--- src/rtl/uart_frame_pkg.sv ---
// Shared constants, state encoding and timing helper for the UART frame parser.
package uart_frame_pkg;

   localparam logic [7:0] SOF = 8'hA5;

   typedef enum logic [2:0] {
      HUNT    = 3'd0,
      LEN     = 3'd1,
      PAYLOAD = 3'd2,
      CHK     = 3'd3,
      SEND    = 3'd4
   } state_t;

   localparam logic [1:0] ERR_LEN     = 2'd0;
   localparam logic [1:0] ERR_CHK     = 2'd1;
   localparam logic [1:0] ERR_TIMEOUT = 2'd2;
   localparam logic [1:0] ERR_OVERRUN = 2'd3;

   // Inter-byte silence, in clocks, that aborts a partially received frame.
   function automatic int timeout_count(input longint clks_freq, input longint baud_rate,
                                        input longint timeout_bytes);
      return int'((timeout_bytes * longint'(10) * clks_freq) / baud_rate);
   endfunction

endpackage

--- src/rtl/uart_frame_buf.sv ---
// Payload storage: synchronous write port, combinational read port, no reset.
module uart_frame_buf #(
   parameter int MAX_LEN = 16,
   parameter int IDX_W   = 5
) (
   input  logic             i_clk,
   input  logic             i_we,
   input  logic [IDX_W-1:0] i_waddr,
   input  logic [7:0]       i_wdata,
   input  logic [IDX_W-1:0] i_raddr,
   output logic [7:0]       o_rdata
);
   localparam int AW = (MAX_LEN > 1) ? $clog2(MAX_LEN) : 1;

   logic [7:0] r_mem [MAX_LEN];
   logic       w_unused_idx_msb;

   // Indices never exceed MAX_LEN-1, so the top index bit is not needed for addressing.
   assign w_unused_idx_msb = ^{i_waddr[IDX_W-1:AW], i_raddr[IDX_W-1:AW]};

   always_ff @(posedge i_clk) begin
      if (i_we) begin
         r_mem[i_waddr[AW-1:0]] <= i_wdata;
      end
   end

   assign o_rdata = r_mem[i_raddr[AW-1:0]];

endmodule

--- src/rtl/uart_rx_frame_parser.sv ---
// Parses SOF/LEN/payload/CHK frames from a UART byte stream and releases
// checksum-verified payloads on a valid/ready byte stream.
module uart_rx_frame_parser
   import uart_frame_pkg::*;
#(
   parameter int CLKS_FREQ     = 50000000,
   parameter int BAUD_RATE     = 9600,
   parameter int MAX_LEN       = 16,
   parameter int TIMEOUT_BYTES = 4
) (
   input  logic       i_clk,
   input  logic       i_rst,
   input  logic       i_rx_flag,
   input  logic [7:0] i_rx_byte,
   output logic       o_out_valid,
   output logic [7:0] o_out_data,
   output logic       o_out_last,
   input  logic       i_out_ready,
   output logic       o_frame_ok,
   output logic       o_frame_err,
   output logic [1:0] o_err_code
);
   localparam int IDX_W    = $clog2(MAX_LEN) + 1;
   localparam int TERM_CNT = timeout_count(CLKS_FREQ, BAUD_RATE, TIMEOUT_BYTES);
   localparam int CNT_W    = $clog2(TERM_CNT) + 1;

   state_t           r_state, w_state_nxt;
   logic [7:0]       r_len, w_len_nxt;
   logic [7:0]       r_chk, w_chk_nxt;
   logic [IDX_W-1:0] r_wr_idx, w_wr_idx_nxt;
   logic [IDX_W-1:0] r_rd_idx, w_rd_idx_nxt;
   logic [CNT_W-1:0] r_cnt, w_cnt_nxt;
   logic             r_frame_ok, w_frame_ok_nxt;
   logic             r_frame_err, w_frame_err_nxt;
   logic [1:0]       r_err_code, w_err_code_nxt;
   logic             w_we;
   logic             w_timeout;
   logic             w_wr_last;
   logic             w_rd_last;
   logic             w_len_bad;
   logic [7:0]       w_rdata;

   assign w_timeout = (r_cnt == CNT_W'(TERM_CNT));
   assign w_wr_last = (9'(r_wr_idx) == ({1'b0, r_len} - 9'd1));
   assign w_rd_last = (9'(r_rd_idx) == ({1'b0, r_len} - 9'd1));
   assign w_len_bad = (i_rx_byte == 8'd0) || (i_rx_byte > 8'(MAX_LEN));

   uart_frame_buf #(
      .MAX_LEN (MAX_LEN),
      .IDX_W   (IDX_W)
   ) u_buf (
      .i_clk   (i_clk),
      .i_we    (w_we),
      .i_waddr (r_wr_idx),
      .i_wdata (i_rx_byte),
      .i_raddr (r_rd_idx),
      .o_rdata (w_rdata)
   );

   // Next-state, datapath and status decode for the frame FSM.
   always_comb begin
      w_state_nxt     = r_state;
      w_len_nxt       = r_len;
      w_chk_nxt       = r_chk;
      w_wr_idx_nxt    = r_wr_idx;
      w_rd_idx_nxt    = r_rd_idx;
      w_cnt_nxt       = {CNT_W{1'b0}};
      w_frame_ok_nxt  = 1'b0;
      w_frame_err_nxt = 1'b0;
      w_err_code_nxt  = r_err_code;
      w_we            = 1'b0;

      case (r_state)
         HUNT: begin
            if (i_rx_flag && (i_rx_byte == SOF)) begin
               w_state_nxt = LEN;
            end else begin
               w_state_nxt = HUNT;
            end
         end
         LEN: begin
            if (i_rx_flag) begin
               if (w_len_bad) begin
                  w_frame_err_nxt = 1'b1;
                  w_err_code_nxt  = ERR_LEN;
                  w_state_nxt     = HUNT;
               end else begin
                  w_len_nxt    = i_rx_byte;
                  w_chk_nxt    = i_rx_byte;
                  w_wr_idx_nxt = {IDX_W{1'b0}};
                  w_state_nxt  = PAYLOAD;
               end
            end else begin
               w_state_nxt = LEN;
            end
         end
         PAYLOAD: begin
            if (i_rx_flag) begin
               w_we         = 1'b1;
               w_chk_nxt    = r_chk ^ i_rx_byte;
               w_wr_idx_nxt = r_wr_idx + IDX_W'(1);
               w_state_nxt  = w_wr_last ? CHK : PAYLOAD;
            end else begin
               w_state_nxt = PAYLOAD;
            end
         end
         CHK: begin
            if (i_rx_flag) begin
               if (i_rx_byte == r_chk) begin
                  w_frame_ok_nxt = 1'b1;
                  w_rd_idx_nxt   = {IDX_W{1'b0}};
                  w_state_nxt    = SEND;
               end else begin
                  w_frame_err_nxt = 1'b1;
                  w_err_code_nxt  = ERR_CHK;
                  w_state_nxt     = HUNT;
               end
            end else begin
               w_state_nxt = CHK;
            end
         end
         SEND: begin
            // A byte arriving while draining is dropped; the buffered frame is unaffected.
            if (i_rx_flag) begin
               w_frame_err_nxt = 1'b1;
               w_err_code_nxt  = ERR_OVERRUN;
            end else begin
               w_frame_err_nxt = 1'b0;
            end
            if (i_out_ready) begin
               if (w_rd_last) begin
                  w_state_nxt = HUNT;
               end else begin
                  w_rd_idx_nxt = r_rd_idx + IDX_W'(1);
               end
            end else begin
               w_state_nxt = SEND;
            end
         end
         default: begin
            w_state_nxt = HUNT;
         end
      endcase

      if (((r_state == LEN) || (r_state == PAYLOAD) || (r_state == CHK)) && !i_rx_flag) begin
         if (w_timeout) begin
            w_frame_err_nxt = 1'b1;
            w_err_code_nxt  = ERR_TIMEOUT;
            w_state_nxt     = HUNT;
         end else begin
            w_cnt_nxt = r_cnt + CNT_W'(1);
         end
      end else begin
         w_cnt_nxt = {CNT_W{1'b0}};
      end
   end

   // State and status registers with synchronous reset.
   always_ff @(posedge i_clk) begin
      if (i_rst) begin
         r_state     <= HUNT;
         r_len       <= 8'd0;
         r_chk       <= 8'd0;
         r_wr_idx    <= {IDX_W{1'b0}};
         r_rd_idx    <= {IDX_W{1'b0}};
         r_cnt       <= {CNT_W{1'b0}};
         r_frame_ok  <= 1'b0;
         r_frame_err <= 1'b0;
         r_err_code  <= 2'd0;
      end else begin
         r_state     <= w_state_nxt;
         r_len       <= w_len_nxt;
         r_chk       <= w_chk_nxt;
         r_wr_idx    <= w_wr_idx_nxt;
         r_rd_idx    <= w_rd_idx_nxt;
         r_cnt       <= w_cnt_nxt;
         r_frame_ok  <= w_frame_ok_nxt;
         r_frame_err <= w_frame_err_nxt;
         r_err_code  <= w_err_code_nxt;
      end
   end

   assign o_out_valid = (r_state == SEND);
   assign o_out_last  = o_out_valid && w_rd_last;
   assign o_out_data  = o_out_valid ? w_rdata : 8'd0;
   assign o_frame_ok  = r_frame_ok;
   assign o_frame_err = r_frame_err;
   assign o_err_code  = r_err_code;

endmodule

--- config.mk ---
export PLATFORM = sky130hd
export DESIGN_NAME = uart_rx_frame_parser
export DESIGN_NICKNAME = d
export VERILOG_FILES = /design/src/rtl/uart_frame_pkg.sv /design/src/rtl/uart_frame_buf.sv /design/src/rtl/uart_rx_frame_parser.sv
export SDC_FILE = /design/constraint.sdc
export NUM_CORES = 1
export LEC_CHECK = 0
export CAP_MARGIN = 20
export CORE_MARGIN = 4
export CORE_UTILIZATION = 36
export DETAILED_ROUTE_END_ITERATION = 12
export GPL_TIMING_DRIVEN = 0
export HOLD_SLACK_MARGIN = 0.06
export MAX_ROUTING_LAYER = met4
export SYNTH_ARGS = -nofsm -noshare
export SYNTH_HDL_FRONTEND = slang
export SYNTH_HIERARCHICAL = 1
export SYNTH_SLANG_ARGS = --single-unit
--- constraint.sdc ---
create_clock -name i_clk -period 3.4 [get_ports i_clk]
set_input_delay 0.51 -clock i_clk [delete_from_list [all_inputs] [get_ports i_clk]]
set_output_delay 0.51 -clock i_clk [all_outputs]
set_load 0.02 [all_outputs]
Fig. 1: sizing map
Scale bar: 50 um.
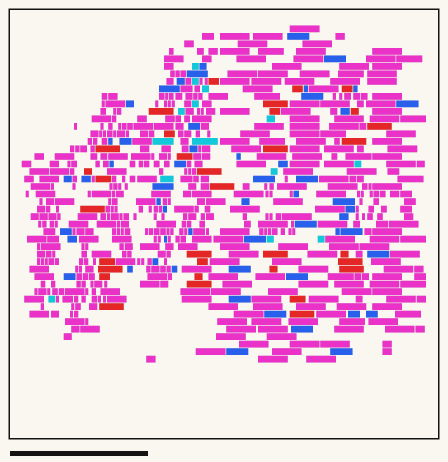
x1 and smaller: drawn in magenta, cells 525. x6 and larger: drawn in red, cells 33. x2: drawn in blue, cells 54. x3 and x4: drawn in cyan, cells 14.

Fig. 2: clock nets
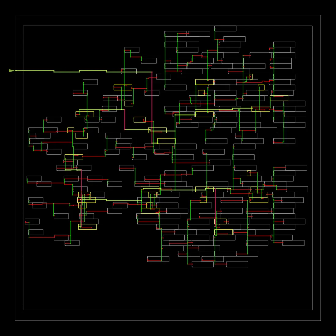
Final Skew: 14.3 ps
reported clock group power: 1.92 mW
number of buffers created by CTS: 17
latest clock arrival within the worst-skew pair: 430 ps
count of flip-flops and latches: 180

Fig. 3: where the registers sit
Other sequential cells in the stronger grey, the rest of the logic in the fainter grey.
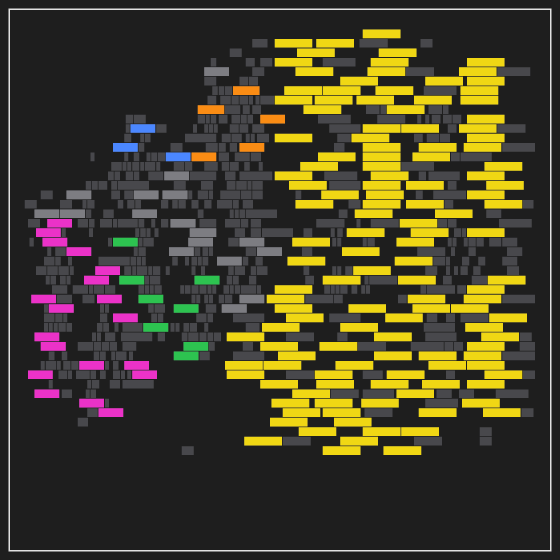
`r_cnt`: drawn in magenta, placed flops 19, where left middle. `r_state`: drawn in blue, placed flops 3. `r_rd_idx`: drawn in orange, placed flops 5, where top middle. `u_buf/r_mem`: drawn in yellow, placed flops 128. `r_chk`: drawn in green, placed flops 8.

Fig. 4: clock wires, drivers and flops
Scale bar: 50 um.
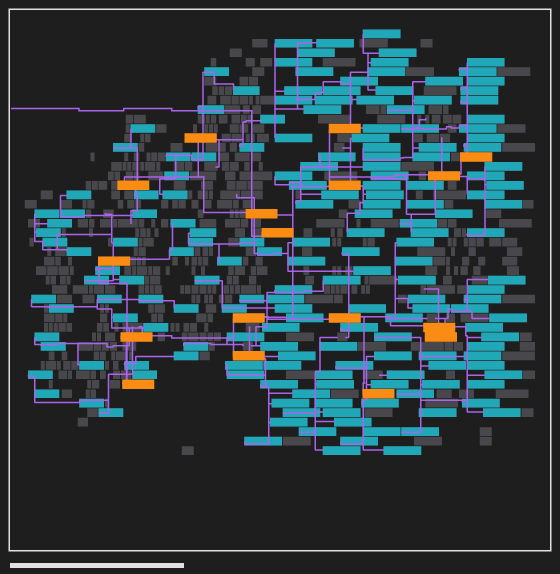
clock-net drivers: drawn in orange, count 17. flip-flops: drawn in cyan, count 180. clock wires: drawn in purple, length 2070 um.
There are 18 routed clock nets.

Fig. 5: signal wires on met4
Supply wires on this layer in grey.
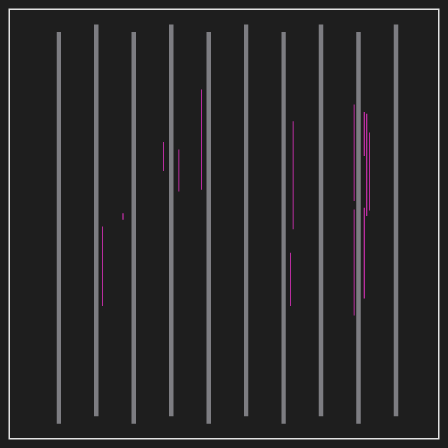
The layer holds 1.9% of the routed length. 11 nets have wire on it.

==> impl_metrics.py <==
# Synthesis and PnR figures
metrics = {
    "pwr": {
        "power.switching_fraction_pct": 22.8,
        "p_int_mw": 3.34,
        "maxPowerGroup": "registers",
        "power.static_leakage_nw": 3.08,
        "p_comb_mw": 0.0714,
        "pwr_density_mw_per_mm2": 477,
        "fin_total_pwr_mw": 4.33,
    },
    "timing": {
        "max_slew.worst_pin.slew_ps": 1000,
        "final.setup.worst_slack_ps": 77.6,
        "report.final.hold_viol_count": 0,
        "finalCritPeriodShare_pct": 97.7,
    },
    "synth": {
        "seq_area_frac_synth_pct": 62.7,
        "synthDominantAreaCellType": "sky130_fd_sc_hd__edfxtp_1",
        "mean_post_synth_cell_area_um2": 13.9,
        "ys_chip_area_mm2": 0.00779,
        "synth-edff-count": 128,
        "synth.cellmix.adderShare_pct": 0.803,
        "postSynthNetCount": 578,
        "synthArstFlopShare_pct": 0,
        "yosys-stat-cells": 561,
        "yosys_warnings": 6,
        "synth.lib_cells_used.distinct": 62,
        "logic_family": "simple AND/OR/NAND/NOR gates",
    },
    "outcome": {
        "run_status": "finished clean",
    },
    "die": {
        "pin_count": 26,
        "die_x_um": 155,
    },
    "final_layout": {
        "sh_seq_area_pct": 53.8,
        "fill_cells": 1877,
        "final_core_utilization_pct": 42.9,
        "final_net_count": 630,
        "layout.cells.non_filler": 901,
        "layout.clock.cell_area_share_pct": 6.45,
        "mi_logic_area_mm2": 0.00276,
    },
    "critical_path": {
        "critPathLaunch": "i_rx_flag",
        "cp_data_required_time_ps": 3450,
        "critical_path.reg2reg.endpoint": "u_buf/r_mem[3][7]$_DFFE_PP_",
        "critical_path_peak_fanout": 13,
    },
    "run": {
        "cap_viol_max_count": 0,
    },
    "global_routing": {
        "grt_max_degree": 23,
    },
    "worst_hold_path": {
        "holdCritStartpoint": "o_err_code[0]$_SDFF_PP0_",
    },
    "clock_tree": {
        "cts_tree": "done",
    },
    "drt": {
        "ant_nets": 0,
    },
}
## logic make-up (layout without fill, tap and decap cells)
family | Yosys count | after routing
flops | 180 | 180
mux | 36 | 36
fa+ha+maj | 5 | 5
compound gates | 65 | 65
buf+inv | 31 | 96
simple gates | 207 | 207
xor+xnor | 37 | 37
## synthesized netlist by cell type (all sizes together) (5+ instances only)
library cell / count
a21oi: 21
a22oi: 16
a31oi: 8
and3: 13
buf: 12
clkbuf: 5
dfxtp: 52
edfxtp: 128
ha: 5
inv: 11
mux4: 32
nand2: 55
nand2b: 6
nand3: 25
nand3b: 5
nand4: 10
nor2: 41
nor3: 16
nor4: 9
or3: 8
xnor2: 13
xor2: 24
## layout by cell type, fill, tap and decap left out, types with 13 or more instances in the layout
| master | n |
|---|---|
| sky130_fd_sc_hd__a22oi_1 | 14 |
| sky130_fd_sc_hd__nand2_1 | 55 |
| sky130_fd_sc_hd__mux4_2 | 18 |
| sky130_fd_sc_hd__nor2_1 | 40 |
| sky130_fd_sc_hd__xnor2_1 | 13 |
| sky130_fd_sc_hd__a21oi_1 | 21 |
| sky130_fd_sc_hd__nor3_1 | 15 |
| sky130_fd_sc_hd__clkbuf_16 | 17 |
| sky130_fd_sc_hd__xor2_1 | 24 |
| sky130_fd_sc_hd__clkdlybuf4s50_1 | 16 |
| sky130_fd_sc_hd__nand3_1 | 24 |
| sky130_fd_sc_hd__edfxtp_1 | 128 |
| sky130_fd_sc_hd__dfxtp_1 | 49 |
| sky130_fd_sc_hd__mux4_1 | 14 |
## per-layer routing
layer / track usage [%] / share of wire [%] / vias to the layer above
li1: - / - / 2272
met1: 19.1 / 44 / 2498
met2: 24.2 / 49 / 132
met3: 3.70 / 4.7 / 27
met4: 5.00 / 1.9 / 0
met5: - / 0 / -
No activity file was given, so power comes from the tool's default toggle rates.
